`src/rtl/wrapper.sv`:
```
// wrapper: counts debounced BTND presses in a 4-bit counter and shows it as hex on an active-low seven-segment digit.
// Define WRAPPER_SATURATE_EN to hold the count at F instead of wrapping to 0.
module wrapper #(
    parameter int unsigned DEBOUNCE_CYCLES = 1000000
) (
    input  logic CLK100MHZ,
    input  logic BTNC,
    input  logic BTND,
    output logic CA,
    output logic CB,
    output logic CC,
    output logic CD,
    output logic CE,
    output logic CF,
    output logic CG
);
    localparam logic [23:0] LAST = 24'(DEBOUNCE_CYCLES - 1);
    logic        sync1_q, sync2_q;
    logic        level_q, level_d;
    logic        edge_q, press_q, press_d;
    logic [23:0] db_q, db_d;
    logic [3:0]  count_q, count_d;
    logic [6:0]  seg_q, seg_d;
    logic        differ, hit;
    always_comb begin
        differ  = sync2_q != level_q;
        hit     = differ && db_q == LAST;
        db_d    = (!differ || hit) ? 24'd0 : db_q + 24'd1;
        level_d = hit ? sync2_q : level_q;
        press_d = level_q && !edge_q;
`ifdef WRAPPER_SATURATE_EN
        count_d = (press_q && count_q != 4'hF) ? count_q + 4'd1 : count_q;
`else
        count_d = press_q ? count_q + 4'd1 : count_q;
`endif
    end
    // Segment order is {CA..CG}, 0 = lit
    always_comb begin
        seg_d = 7'b1111111;
        case (count_q)
            4'h0: seg_d = 7'b0000001;
            4'h1: seg_d = 7'b1001111;
            4'h2: seg_d = 7'b0010010;
            4'h3: seg_d = 7'b0000110;
            4'h4: seg_d = 7'b1001100;
            4'h5: seg_d = 7'b0100100;
            4'h6: seg_d = 7'b0100000;
            4'h7: seg_d = 7'b0001111;
            4'h8: seg_d = 7'b0000000;
            4'h9: seg_d = 7'b0000100;
            4'hA: seg_d = 7'b0001000;
            4'hB: seg_d = 7'b1100000;
            4'hC: seg_d = 7'b0110001;
            4'hD: seg_d = 7'b1000010;
            4'hE: seg_d = 7'b0110000;
            4'hF: seg_d = 7'b0111000;
            default: seg_d = 7'b1111111;
        endcase
    end
    always_ff @(posedge CLK100MHZ) begin
        if (BTNC) begin
            sync1_q <= 1'b0;
            sync2_q <= 1'b0;
            level_q <= 1'b0;
            db_q    <= 24'd0;
            edge_q  <= 1'b0;
            press_q <= 1'b0;
            count_q <= 4'd0;
            seg_q   <= 7'b0000001;
        end else begin
            sync1_q <= BTND;
            sync2_q <= sync1_q;
            level_q <= level_d;
            db_q    <= db_d;
            edge_q  <= level_q;
            press_q <= press_d;
            count_q <= count_d;
            seg_q   <= seg_d;
        end
    end
    assign {CA, CB, CC, CD, CE, CF, CG} = seg_q;
endmodule

```
`config.mk`:
```
export PLATFORM = sky130hd
export DESIGN_NAME = wrapper
export DESIGN_NICKNAME = d
export VERILOG_FILES = /design/src/rtl/wrapper.sv
export SDC_FILE = /design/constraint.sdc
export NUM_CORES = 1
export LEC_CHECK = 0
export CORE_ASPECT_RATIO = 0.75
export CORE_MARGIN = 4
export CORE_UTILIZATION = 58
export DETAILED_ROUTE_END_ITERATION = 12
export PLACE_DENSITY = 0.9
export SYNTH_ARGS = -nofsm -noshare
export SYNTH_HDL_FRONTEND = slang
export SYNTH_SLANG_ARGS = --single-unit
```
`constraint.sdc`:
```
create_clock -name CLK100MHZ -period 2.68 [get_ports CLK100MHZ]
set_clock_uncertainty 0.2 [all_clocks]
set_input_delay 0.804 -clock CLK100MHZ [delete_from_list [all_inputs] [get_ports CLK100MHZ]]
set_output_delay 0.804 -clock CLK100MHZ [all_outputs]
set_load 0.1 [all_outputs]
```
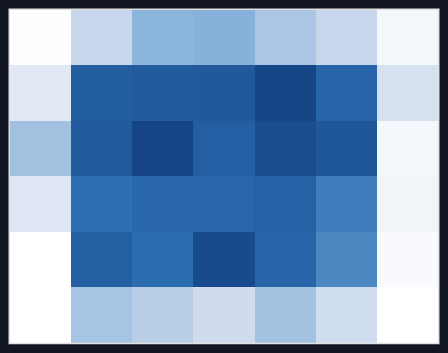
Run 1: cell density map
The die is cut into 7 by 6 equal tiles; white is low, dark blue is high, 0 to 100% covered.
9.5% of the tiles are nearly empty. The emptiest ninth of the die: south-east. The densest ninth of the die: centre. The mean over all tiles is 49%.

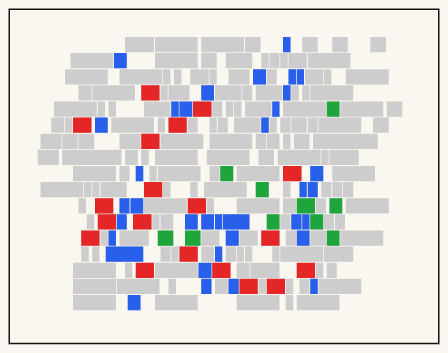
Run 1: gate families picked out
Green is and/or cells, cells 10. Blue is nand cells, cells 35. Red is xor and xnor cells, cells 19.
most used logic cell in the final layout: dfxtp_1
combinational fraction of the cell area: 46.7%
Finished Layout Cells: 254

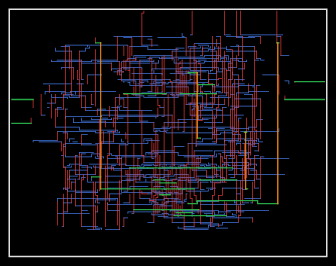
Run 1: signal wires by layer
Orange is M4, wire length 97.9 microns. Red is M2, wire length 1380 microns. Blue is M1, wire length 1620 microns. Green is M3, wire length 167 microns.
gr usage total: 18.1%
drt total wl: 3270 microns
wire per inst: 12.9 microns
Vias: 1418

==> ci_impl_report.md, run 1 <==
## Implementation flow summary

| Metric | Value |
|---|---|
| Outcome | `finished, final reports clean` |
| Yosys cell count | `206` |
| CTS tree | `yes` |
| Synth warn | `0` |
| XOR-XNOR Cells, Area Fraction | `9.28%` |
| Synth Area in Simple Gates | `between 20% and 30%` |
| Stages on worst setup path | `4` |
| Top-count cell post-synth | `dfxtp_1` |
| CTS H-tree lvls | `2` |
| Synth flops | `40` |
| Reg-to-reg endpoint | `db_q[17]$_SDFF_PP0_` |
| Design Power | `approximately 0.0011 W` |
| I/O pins | `10` |
| Top cells by area | `dfxtp_1, xnor2_1, nor2_1` |
| Flop pwr share | `a little over half` |
| Crit-path max FO | `8` |
| Combinational fraction of design power | `1.3%` |
| Setup repair after global routing missed its margin | `no` |
| Clk sinks | `approximately 40` |
| Internal Power | `0.000878 W` |
| Pleak | `0.645 nW` |
| Min Tclk post-route | `about 2200 ps` |
| Mapped Cells | `206` |
| Worst Setup Slack post-DPL | `488 ps` |
| WP data required | `2700 ps` |
| Logic power comb | `0.0000142 W` |
| Area leader share | `between 40% and 50%` |
| Seq. pwr | `0.000597 W` |
| Diodes inserted | `0` |
| Compound Share, Synth | `9.49%` |
| DIE WIDTH | `slightly above 70 microns` |
| Gr ovfl total | `0` |
| Tool warning count | `31` |
| CP max stage cell | `or4_1` |
| Max-slew headroom | `around two thirds` |
| First-pass GRT wire length | `5660 microns` |
| WS Path Type | `reg -> reg` |
| Crit path DAT | `around 2200 ps` |
| Post-CTS Setup Inserts | `0` |
| Critical Path End | `db_q[17]$_SDFF_PP0_` |
| Mapped Avg Cell Area | `8.70 sq um` |
| Area growth syn-to-layout | `12.4%` |
| Sw Pwr | `0.000218 W` |
| Post-route core utilization | `68.1%` |
| Max-Cap Viols | `0` |
| Syn nets | `216` |
| Synth mux share | `1.12%` |
| Vias in the first global route | `1253` |
| Top post-synthesis cells by count | `dfxtp_1, nor2_1, xnor2_1` |
| Sw frac | `19.9%` |
| Initial antenna violation count | `0` |
| Final Max Slew Viols | `0` |
| Post-synth cell types | `29` |
| Max incr delay on CP | `670 ps` |
| Setup crit start | `db_q[2]$_SDFF_PP0_` |
| Worst-path clk slew | `80 ps` |
| Die Y | `roughly 56 microns` |
| Drt initial violations | `102` |
| Clock Power | `0.000485 W` |
| Cell count of the worst hold path | `1` |
| Antenna Nets Post-Route | `0` |
| Final period util | `81.9%` |
| EDFF count, synth | `0` |
| Startpoint types | `flip-flop` |
| Yosys adder share | `4.88%` |
| Chip area line of the yosys report | `~1800 sq um` |
| Crit. End Element | `flip-flop` |
| R2R Setup Slk | `480 ps` |
| VDD IR max | `0.000258 V` |
| Final Hold Viols | `0` |
| R2R cell count | `4` |
| Pwr Density | `544 nW/um^2` |
| DRC viols | `0` |
| Fin Setup TNS | `0 ps` |
| Vias per inst | `approximately 5.6` |
| Core area | `2960 sq um` |
| RR Startpoint | `db_q[2]$_SDFF_PP0_` |
| Site row count | `17` |
| Hold Path Class | `reg -> reg` |
| Hold endpoint | `press_q$_SDFF_PP0_` |
| Layout cells sized above 1 | `9.26%` |
| Root Buffer | `clkbuf_8` |
| RD Place Congestion | `0.815` |
| Main logic family | `simple AND/OR/NAND/NOR gates` |
| Hold Startpoint | `edge_q$_SDFF_PP0_` |
| CP bufs+invs | `0` |
| DRT Pass-1 Iters | `4` |
| Synth Cell Area | `1790 sq um` |
| Final nets | `225` |
| CP cell instances | `nand4_1 > or4_1 > or3_1 > a21oi_1` |
| Deepest clock path buffer count | `2` |
| Clock power frac | `44.3%` |
| Largest net degree at the start of global routing | `25` |
| Port Buf Inserts | `9` |
| Post-synth top flop | `dfxtp_1` |
| Cts-stage hold buffer count | `0` |
| Final setup fails | `0` |
| Highest-power group | `sequential cells` |
| Fin Hold WS | `197 ps` |
| Crit-path leading delay family | `simple AND/OR/NAND/NOR gates` |
| CTS Buf Count | `5` |
| Total die area | `about 4100 sq um` |
| Initial core utilization | `60.6%` |
run 1: flip-flops by register name, summed over array words and instances (netlist names):
register,cells
level_q,1
sync2_q,1
sync1_q,1
press_q,1
db_q,24
seg_q,7
edge_q,1
count_q,4
run 1: layout by cell type (no fill, tap or decap), types with 2 or more instances in the layout:
master and count:
clkdlybuf4s50_1 2, nor4_1 6, buf_4 9, mux2i_1 2
nor4b_1 2, a21oi_1 10, a211oi_1 3, nor2b_1 3
nand2_1 14, nor3_1 3, ha_1 7, o21ai_0 9
dfxtp_1 40, nand4_1 9, nor2_1 36, xor2_1 3
inv_1 7, nand2b_1 4, nand3_1 6, or4_1 2
clkbuf_8 5, a311oi_1 2, or3_1 7, xnor2_1 16
run 1: through the flow:
step	instances	area, sq um
5_1_grt	254	2010
2_1_floorplan	206	1790
3_5_place_dp	246	1900
3_3_place_gp	246	1900
6_report	254	2010
4_1_cts	254	2010
run 1: kinds of logic (layout without fill, tap and decap cells):
logic type	after synthesis	in the layout
XOR/XNOR	19	19
AND-OR/OR-AND	27	27
multiplexers	2	2
flip-flops	40	40
AND/OR/NAND/NOR	95	95
buffers and inverters	16	26
adder cells (fa/ha/maj)	7	7
run 1: final cells by class:
class	count	area [sq um]
Multi-Input combinational cell	150	941
Timing Repair Buffer	11	87.6
Tap cell	38	47.5
Sequential cell	40	801
Fill cell	230	942
Clock inverter	3	42.5
Inverter	7	26.3
Clock buffer	5	68.8
run 1: metal layers:
| metal | routed length, microns | vias up | GRT usage (%) | share of wire, % |
|---|---|---|---|---|
| met4 | 97 | 0 | 12.6 | 3.0 |
| met5 | 0 | - | 0 | 0 |
| met2 | 1380 | 35 | 24.8 | 42 |
| met3 | 166 | 9 | 4.69 | 5.1 |
| li1 | - | 728 | - | - |
| met1 | 1620 | 646 | 24.4 | 50 |
Run 1, the metal 2 layer:
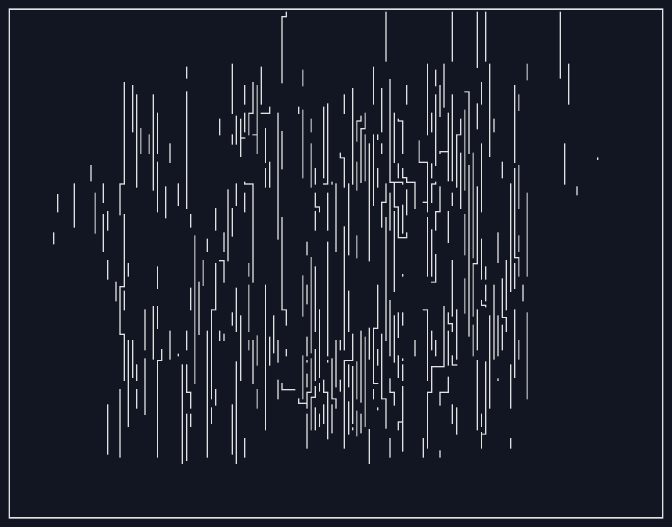

## Run 2: what changed since run 1
clock period = 2.1 ns   (was 2.68 ns; I/O delays follow)
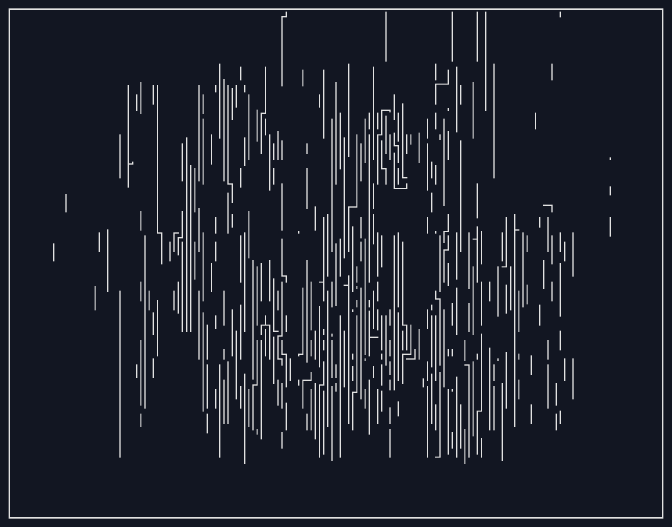
Run 2: the metal 2 layer
The layer holds 43% of the routed length. The longest straight run is 23.5 microns.

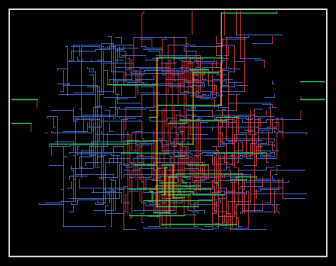
Run 2: signal wires by layer
Blue is M1, wire length 1690 microns. Orange is M4, wire length 93.2 microns. Red is M2, wire length 1560 microns. Green is M3, wire length 318 microns.

==> ci_impl_report.md, run 2 <==
## Implementation flow summary

| Metric | Value |
|---|---|
| WP data required | `2130 ps` |
| Post-synth cell types | `29` |
| R2R Setup Slk | `~8.4 ps` |
| Post-route cell area | `2170 sq um` |
| WL met2 | `1560 microns` |
| DIE WIDTH | `72.2 microns` |
| Hold Path Class | `reg -> reg` |
| Post-cts sizing count | `0` |
| CTS H-tree lvls | `2` |
| Hold Startpoint | `edge_q$_SDFF_PP0_` |
| DRT Pass-1 Iters | `7` |
| Most used logic cell in the final layout | `dfxtp_1` |
| Crit-path max FO | `8` |
| I/O pins | `10` |
| Outcome | `finished, final reports clean` |
| Initial antenna violation count | `0` |
| Yosys cell count | `~200` |
| Critical Path End | `db_q[23]$_SDFF_PP0_` |
| Top post-synthesis cells by count | `dfxtp_1, nor2_1, xnor2_1` |
| Mapped Avg Cell Area | `~8.7 sq um` |
| Vias per inst | `5.77` |
| Diodes inserted | `0` |
| Area growth syn-to-layout | `21.1%` |
| Async SR Flop Fraction | `0%` |
| DRC viols | `0` |
| Post-DP HPWL | `2630 microns` |
| Pleak | `slightly above 0.7 nW` |
| Chip area line of the yosys report | `about 1800 sq um` |
| Design Power | `0.00130 W` |
| Drt total wl | `3660 microns` |
| Antenna Nets Post-Route | `0` |
| Final nets | `between 200 and 250` |
| Mapped Cells | `206` |
| Port Buf Inserts | `9` |
| Largest net degree at the start of global routing | `16` |
| Largest registers | `db_q: 24 flops, seg_q: 7 flops, count_q: 4 flops` |
| XOR-XNOR Cells, Area Fraction | `9.28%` |
| Commonest non-fill, non-tap cells in the layout | `dfxtp_1, nor2_1, xnor2_1, nand2_1, buf_4` |
| Setup crit start | `db_q[12]$_SDFF_PP0_` |
| Vias | `1536` |
| Gr ovfl total | `0` |
| Crit. End Element | `flip-flop` |
| Cell count of the worst hold path | `1` |
| Startpoint types | `flip-flop` |
| Reg-to-reg endpoint | `db_q[23]$_SDFF_PP0_` |
| Fmax | `478 MHz` |
| Deepest clock path buffer count | `2` |
| Final Max Slew Viols | `0` |
| EDFF count, synth | `0` |
| Area leader share | `44.7%` |
| Max reg flops | `24` |
| Leading area contributor after synthesis | `dfxtp_1` |
| Gr usage total | `19.5%` |
| Tool warning count | `32` |
| Root Buffer | `clkbuf_8` |
| Syn nets | `~220` |
| Hold endpoint | `press_q$_SDFF_PP0_` |
| Worst-margin pin slew | `488 ps` |
| First-pass GRT wire length | `between 6000 and 7000 microns` |
| Top cells by area | `dfxtp_1, xnor2_1, nor2_1` |
| Worst-Skew Late Latency | `300 ps` |
| Post-synth top flop | `dfxtp_1` |
| Final setup fails | `0` |
| Main logic family | `simple AND/OR/NAND/NOR gates` |
| Layout cells sized above 1 | `13.2%` |
| Worst-path clk slew | `about 70 ps` |
| RD Place Congestion | `roughly 0.92` |
| Compound Share, Synth | `9.49%` |
| Total die area | `4050 sq um` |
| Synth warn | `0` |
| Min Tclk post-route | `2090 ps` |
| Cts-stage hold buffer count | `0` |
| Synth mux share | `roughly 1.1%` |
| Met1 WL | `1690 microns` |
| Initial core utilization | `between 60% and 70%` |
| Placement Cell Area | `between 2000 and 2500 sq um` |
| Register bank with the most flops | `db_q` |
| Setup repair after global routing missed its margin | `yes` |
| Max-Cap Viols | `0` |
| Routed wl met3 | `318 microns` |
| Synth flops | `40` |
| RR Startpoint | `db_q[12]$_SDFF_PP0_` |
| R2R cell count | `4` |
| Top-count cell post-synth | `dfxtp_1` |
| Max-slew headroom | `67.4%` |
| Crit path DAT | `2120 ps` |
| Seq share, synth | `44.7%` |
| Drt initial violations | `179` |
| Yosys adder share | `4.88%` |
| Clk sinks | `40` |
| Pwr Density | `600 nW/um^2` |
| WS Path Type | `reg -> reg` |
| Top Metal Used | `met4` |
| Synth Cell Area | `1790 sq um` |
| VDD IR max | `between 0.0005 and 0.0006 V` |
| Final period util | `99.6%` |
| Core area | `2960 sq um` |
| Site row count | `17` |
| Synth Area in Simple Gates | `between 20% and 30%` |
| Vias in the first global route | `1344` |
| Die Y | `56.2 microns` |
| CTS tree | `yes` |
| Final Hold Viols | `0` |
| Wire per inst | `13.8 microns` |
| CTS Buf Count | `5` |
## run 2: through the flow
| stage | utilization, % | setup WS [ps] | instances | hold WS, ps | TNS [ps] |
|---|---|---|---|---|---|
| after floorplan | - | 167 | 206 | 168 | 0 |
| after global placement | 70.4 | 151 | 258 | 170 | 0 |
| after detailed placement | 70.4 | 58.9 | 258 | 173 | 0 |
| after CTS | 73.4 | 29.1 | 266 | 188 | 0 |
| after global routing | 73.4 | -85.9 | 266 | 212 | -380 |
| final | 73.4 | 8.40 | 266 | 189 | 0 |
## run 2: critical path, cell delays in order (launching register included)
cell and delay [ps]:
dfxtp_1 420, nand4_1 200, or4_1 690, or3_1 360, a21oi_1 150
## run 2: layout make-up
class                      count  area (sq um)
timing repair buffer          23           265
multi-input combinational    150           941
inverter                       7          26.3
fill                         203           786
tap                           38          47.5
clock buffer                   8          90.1
sequential                    40           801
## run 2: power by group
part / switching, W / internal, W / total [W]
clock: 0.000253 / 0.000268 / 0.000521
combinational: 0.0000101 / 0.00000909 / 0.0000192
sequential: 0.00000131 / 0.000760 / 0.000762
## run 2: cell families after synthesis
group                      count (synthesis)
and+or+nand+nor                           95
DFF                                       40
AOI/OAI and AO/OA                         27
xor gates and xnor gates                  19
buffers and inverters                     16
adders and majority gates                  7
muxes                                      2
## run 2: what timing repair did
action                                  CTS  global route
buffers inserted                          0             0
endpoints found under the setup margin    0             7
endpoints found under the hold margin     0             0
## run 2: per-layer routing
layer  up-vias  track usage [%]
met5         -                0
met4         0             8.04
met3        15             9.57
met2        67             28.5
met1       699             24.2
li1        755                -
Power figures rest on the tool's default switching activity, not on a simulated workload.
